$ cat src/rtl/uart_pkg.sv
// uart_pkg: UART state encoding and frame constants shared by the receiver and transmitter
package uart_pkg;
  typedef enum logic [2:0] {IDLE, START, DATA, PARITY, STOP} state_t;
  localparam int DBIT_DEF    = 8;
  localparam int SB_TICK_DEF = 16;
  localparam int OVERSAMPLE  = 16;
endpackage

$ cat src/rtl/uart_sync2.sv
// uart_sync2: two-flop synchronizer for asynchronous inputs, resets to the idle-high level
module uart_sync2 (
  input  logic clk,
  input  logic reset,
  input  logic d,
  output logic q
);
  logic [1:0] sync_q;
  // shift the async input through two flops to settle metastability
  always_ff @(posedge clk or negedge reset)
    if (!reset) sync_q <= 2'b11;
    else        sync_q <= {sync_q[0], d};
  assign q = sync_q[1];
endmodule

$ cat src/rtl/uart_rx.sv
// uart_rx: 16x-oversampled UART receiver, 8N1 by default; UART_RX_PARITY_EN adds an even-parity bit and parity_err
module uart_rx
  import uart_pkg::*;
#(
  parameter int DBIT    = DBIT_DEF,
  parameter int SB_TICK = SB_TICK_DEF
) (
  input  logic            clk,
  input  logic            reset,
  input  logic            tick,
  input  logic            rx,
  output logic [DBIT-1:0] dout,
  output logic            rx_done_tick,
`ifdef UART_RX_PARITY_EN
  output logic            parity_err,
`endif
  output logic            frame_err
);
  localparam int NW = DBIT > 1 ? $clog2(DBIT) : 1;
  state_t          state_q, state_d;
  logic [3:0]      s_q, s_d;
  logic [NW-1:0]   n_q, n_d;
  logic [DBIT-1:0] b_q, b_d, dout_q, dout_d;
  logic            done_q, done_d, ferr_q, ferr_d, tick_q;
  logic            rx_s, s_tick;
`ifdef UART_RX_PARITY_EN
  logic            pbad_q, pbad_d, perr_q, perr_d;
`endif
  uart_sync2 u_sync (.clk(clk), .reset(reset), .d(rx), .q(rx_s));
  assign s_tick = tick & ~tick_q;
  // edge-detect the baud square wave so counters advance once per tick
  always_ff @(posedge clk or negedge reset)
    if (!reset) tick_q <= 1'b0;
    else        tick_q <= tick;
  // frame state and output registers; an active reset aborts any frame in flight
  always_ff @(posedge clk or negedge reset)
    if (!reset) begin
      state_q <= IDLE;
      s_q     <= '0;
      n_q     <= '0;
      b_q     <= '0;
      dout_q  <= '0;
      done_q  <= 1'b0;
      ferr_q  <= 1'b0;
`ifdef UART_RX_PARITY_EN
      pbad_q  <= 1'b0;
      perr_q  <= 1'b0;
`endif
    end else begin
      state_q <= state_d;
      s_q     <= s_d;
      n_q     <= n_d;
      b_q     <= b_d;
      dout_q  <= dout_d;
      done_q  <= done_d;
      ferr_q  <= ferr_d;
`ifdef UART_RX_PARITY_EN
      pbad_q  <= pbad_d;
      perr_q  <= perr_d;
`endif
    end
  // next-state: re-centre on the start bit, then sample each bit at its middle
  always_comb begin
    state_d = state_q;
    s_d     = s_q;
    n_d     = n_q;
    b_d     = b_q;
    dout_d  = dout_q;
    done_d  = 1'b0;
    ferr_d  = ferr_q;
`ifdef UART_RX_PARITY_EN
    pbad_d  = pbad_q;
    perr_d  = perr_q;
`endif
    unique case (state_q)
      IDLE:
        if (!rx_s) begin
          state_d = START;
          s_d     = '0;
        end
      START:
        if (s_tick) begin
          if (s_q == 4'(OVERSAMPLE / 2 - 1)) begin
            state_d = rx_s ? IDLE : DATA;
            s_d     = '0;
            n_d     = '0;
          end else s_d = s_q + 4'd1;
        end
      DATA:
        if (s_tick) begin
          if (s_q == 4'(OVERSAMPLE - 1)) begin
            b_d = {rx_s, b_q[DBIT-1:1]};
            s_d = '0;
`ifdef UART_RX_PARITY_EN
            state_d = n_q == NW'(DBIT - 1) ? PARITY : DATA;
`else
            state_d = n_q == NW'(DBIT - 1) ? STOP : DATA;
`endif
            n_d = n_q + NW'(1);
          end else s_d = s_q + 4'd1;
        end
`ifdef UART_RX_PARITY_EN
      PARITY:
        if (s_tick) begin
          if (s_q == 4'(OVERSAMPLE - 1)) begin
            pbad_d  = ^{b_q, rx_s};
            s_d     = '0;
            state_d = STOP;
          end else s_d = s_q + 4'd1;
        end
`endif
      STOP:
        if (s_tick) begin
          if (s_q == 4'(SB_TICK - 1)) begin
            dout_d  = b_q;
            ferr_d  = ~rx_s;
            done_d  = 1'b1;
            s_d     = '0;
            state_d = IDLE;
`ifdef UART_RX_PARITY_EN
            perr_d  = pbad_q;
`endif
          end else s_d = s_q + 4'd1;
        end
      default: state_d = IDLE;
    endcase
  end
  assign dout         = dout_q;
  assign rx_done_tick = done_q;
  assign frame_err    = ferr_q;
`ifdef UART_RX_PARITY_EN
  assign parity_err   = perr_q;
`endif
endmodule

$ cat config.mk
export PLATFORM = sky130hd
export DESIGN_NAME = uart_rx
export DESIGN_NICKNAME = d
export VERILOG_FILES = /design/src/rtl/uart_pkg.sv /design/src/rtl/uart_sync2.sv /design/src/rtl/uart_rx.sv
export SDC_FILE = /design/constraint.sdc
export NUM_CORES = 1
export LEC_CHECK = 0
export CAP_MARGIN = 10
export CORE_ASPECT_RATIO = 1.75
export CORE_MARGIN = 2
export CORE_UTILIZATION = 57
export DETAILED_ROUTE_END_ITERATION = 8
export GPL_TIMING_DRIVEN = 0
export PLACE_DENSITY = 0.89
export SLEW_MARGIN = 25
export SYNTH_ARGS = -nofsm -noshare
export SYNTH_HDL_FRONTEND = slang
export SYNTH_HIERARCHICAL = 1
export SYNTH_SLANG_ARGS = --single-unit
$ cat constraint.sdc
create_clock -name clk -period 2.8 [get_ports clk]
set_input_delay 0.56 -clock clk [delete_from_list [all_inputs] [get_ports clk]]
set_output_delay 0.56 -clock clk [all_outputs]
set_load 0.01 [all_outputs]
m1.png
Cells faint in the background.
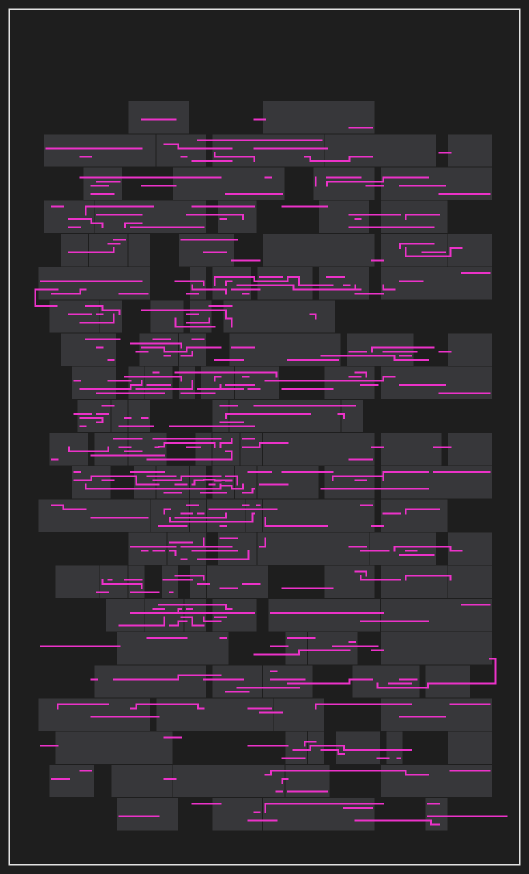
main direction: horizontal
share of all routed wire: 39%
wire length on this layer: 897 µm
longest straight run: 11.5 µm

m2.png
Bar = 10 µm.
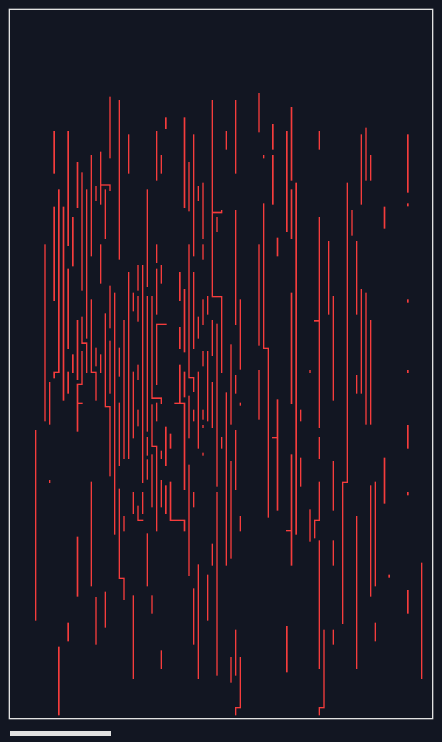
longest straight run: 34.7 µm
main direction: vertical
wire length on this layer: 1240 µm
nets with wire on the layer: 122

m3.png
Bar = 10 µm.
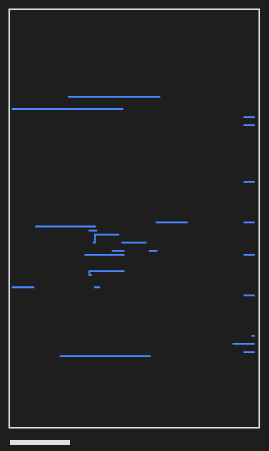
share of all routed wire: 4.7%
main direction: horizontal

route_heat.png
Bar = 10 µm. The die is cut into 8 by 14 equal tiles; dark purple is low, yellow is high, scaled to the fullest tile. Values are wire area over tile area, all layers added.
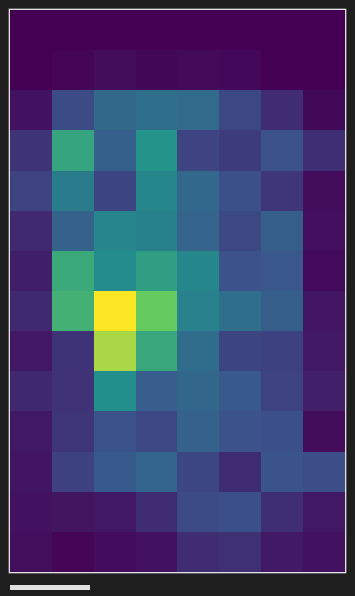
nearly empty tiles: 13%
densest ninth of the die: center
mean over tiles: 0.13
tiles over half the peak: 8.0%
emptiest ninth of the die: north-east

==> run_summary.xml <==
<?xml version="1.0" encoding="UTF-8"?>
<metrics>
  <group name="status">
    <metric name="status" unit="">finished, final reports clean</metric>
  </group>
  <group name="final_timing">
    <metric name="hold_ws" unit="ns">0.308</metric>
    <metric name="finalMaxSlewViolations" unit="">0</metric>
    <metric name="post-route-worst-setup-slack" unit="ns">0.647</metric>
    <metric name="min_period" unit="ns">2.15</metric>
    <metric name="max-slew-margin-rel" unit="%">55.6</metric>
  </group>
  <group name="layout">
    <metric name="finalNonFillerCells" unit="">154</metric>
    <metric name="drive_above_1_share" unit="%">29.7</metric>
    <metric name="count_of_inserted_antenna_diode_cells" unit="">0</metric>
    <metric name="logic_gate_count" unit="">67</metric>
    <metric name="seq_share" unit="%">46.8</metric>
    <metric name="final_common_cell" unit="">dfrtp_1</metric>
    <metric name="final-clk-cell-share" unit="%">5.26</metric>
    <metric name="layout.core_utilization" unit="%">68.4</metric>
    <metric name="nonClockInverterCount" unit="">5</metric>
    <metric name="most-common-layout-cells" unit="">dfrtp_1 (29), mux2_2 (12), clkdlybuf4s50_1 (12)</metric>
  </group>
  <group name="detailed_routing">
    <metric name="antenna_violating_nets_post_route" unit="">0</metric>
    <metric name="wl" unit="µm">2330</metric>
    <metric name="routedWlPerCell" unit="µm">15.1</metric>
    <metric name="route.detailed.vias_per_inst" unit="">5.96</metric>
    <metric name="met1_length" unit="µm">896</metric>
  </group>
  <group name="place">
    <metric name="post-place-cells" unit="">147</metric>
    <metric name="dp_worst_setup_slack" unit="ns">0.335</metric>
    <metric name="sum_of_net_half_perimeters_after_detailed_placement" unit="µm">1700</metric>
  </group>
  <group name="grt">
    <metric name="gr-usage-met3" unit="%">5.94</metric>
    <metric name="grt_util_met1" unit="%">18.6</metric>
    <metric name="grt_start_max_net_pins" unit="">32</metric>
  </group>
  <group name="setup_path">
    <metric name="timing.critical_path.to" unit="">dout[2]</metric>
    <metric name="timing.rr.start" unit="">state_q[2]</metric>
    <metric name="crit_slowest_cell" unit="">or4b_4</metric>
    <metric name="cp.buffers_inverters" unit="">3</metric>
  </group>
  <group name="floorplan">
    <metric name="core.rowCount" unit="">24</metric>
    <metric name="core-area" unit="mm²">0.00243</metric>
    <metric name="fp.dieH" unit="µm">70</metric>
  </group>
  <group name="yosys">
    <metric name="synth_top_cell_by_count" unit="">dfrtp_1</metric>
    <metric name="syn_inst" unit="">108</metric>
    <metric name="synth.cellmix.simpleShare" unit="%">10.8</metric>
    <metric name="ys_seq_elements" unit="">31</metric>
    <metric name="yosys-top-cells-count" unit="">dfrtp_1 (29), mux2_2 (12), mux2_4 (7)</metric>
    <metric name="ys.warnings.count" unit="">6</metric>
  </group>
  <group name="pwr">
    <metric name="totalPowerFinal" unit="µW">1160</metric>
  </group>
  <group name="run">
    <metric name="cap_violations" unit="">0</metric>
  </group>
  <group name="cts">
    <metric name="clkSlewWorstSetupHoldPaths" unit="ns">0.06</metric>
    <metric name="insertion_delay" unit="ns">0.28</metric>
  </group>
  <group name="hold_path">
    <metric name="worstHoldPathType" unit="">in -&gt; async</metric>
  </group>
</metrics>
Power figures rest on the tool's default switching activity, not on a simulated workload.
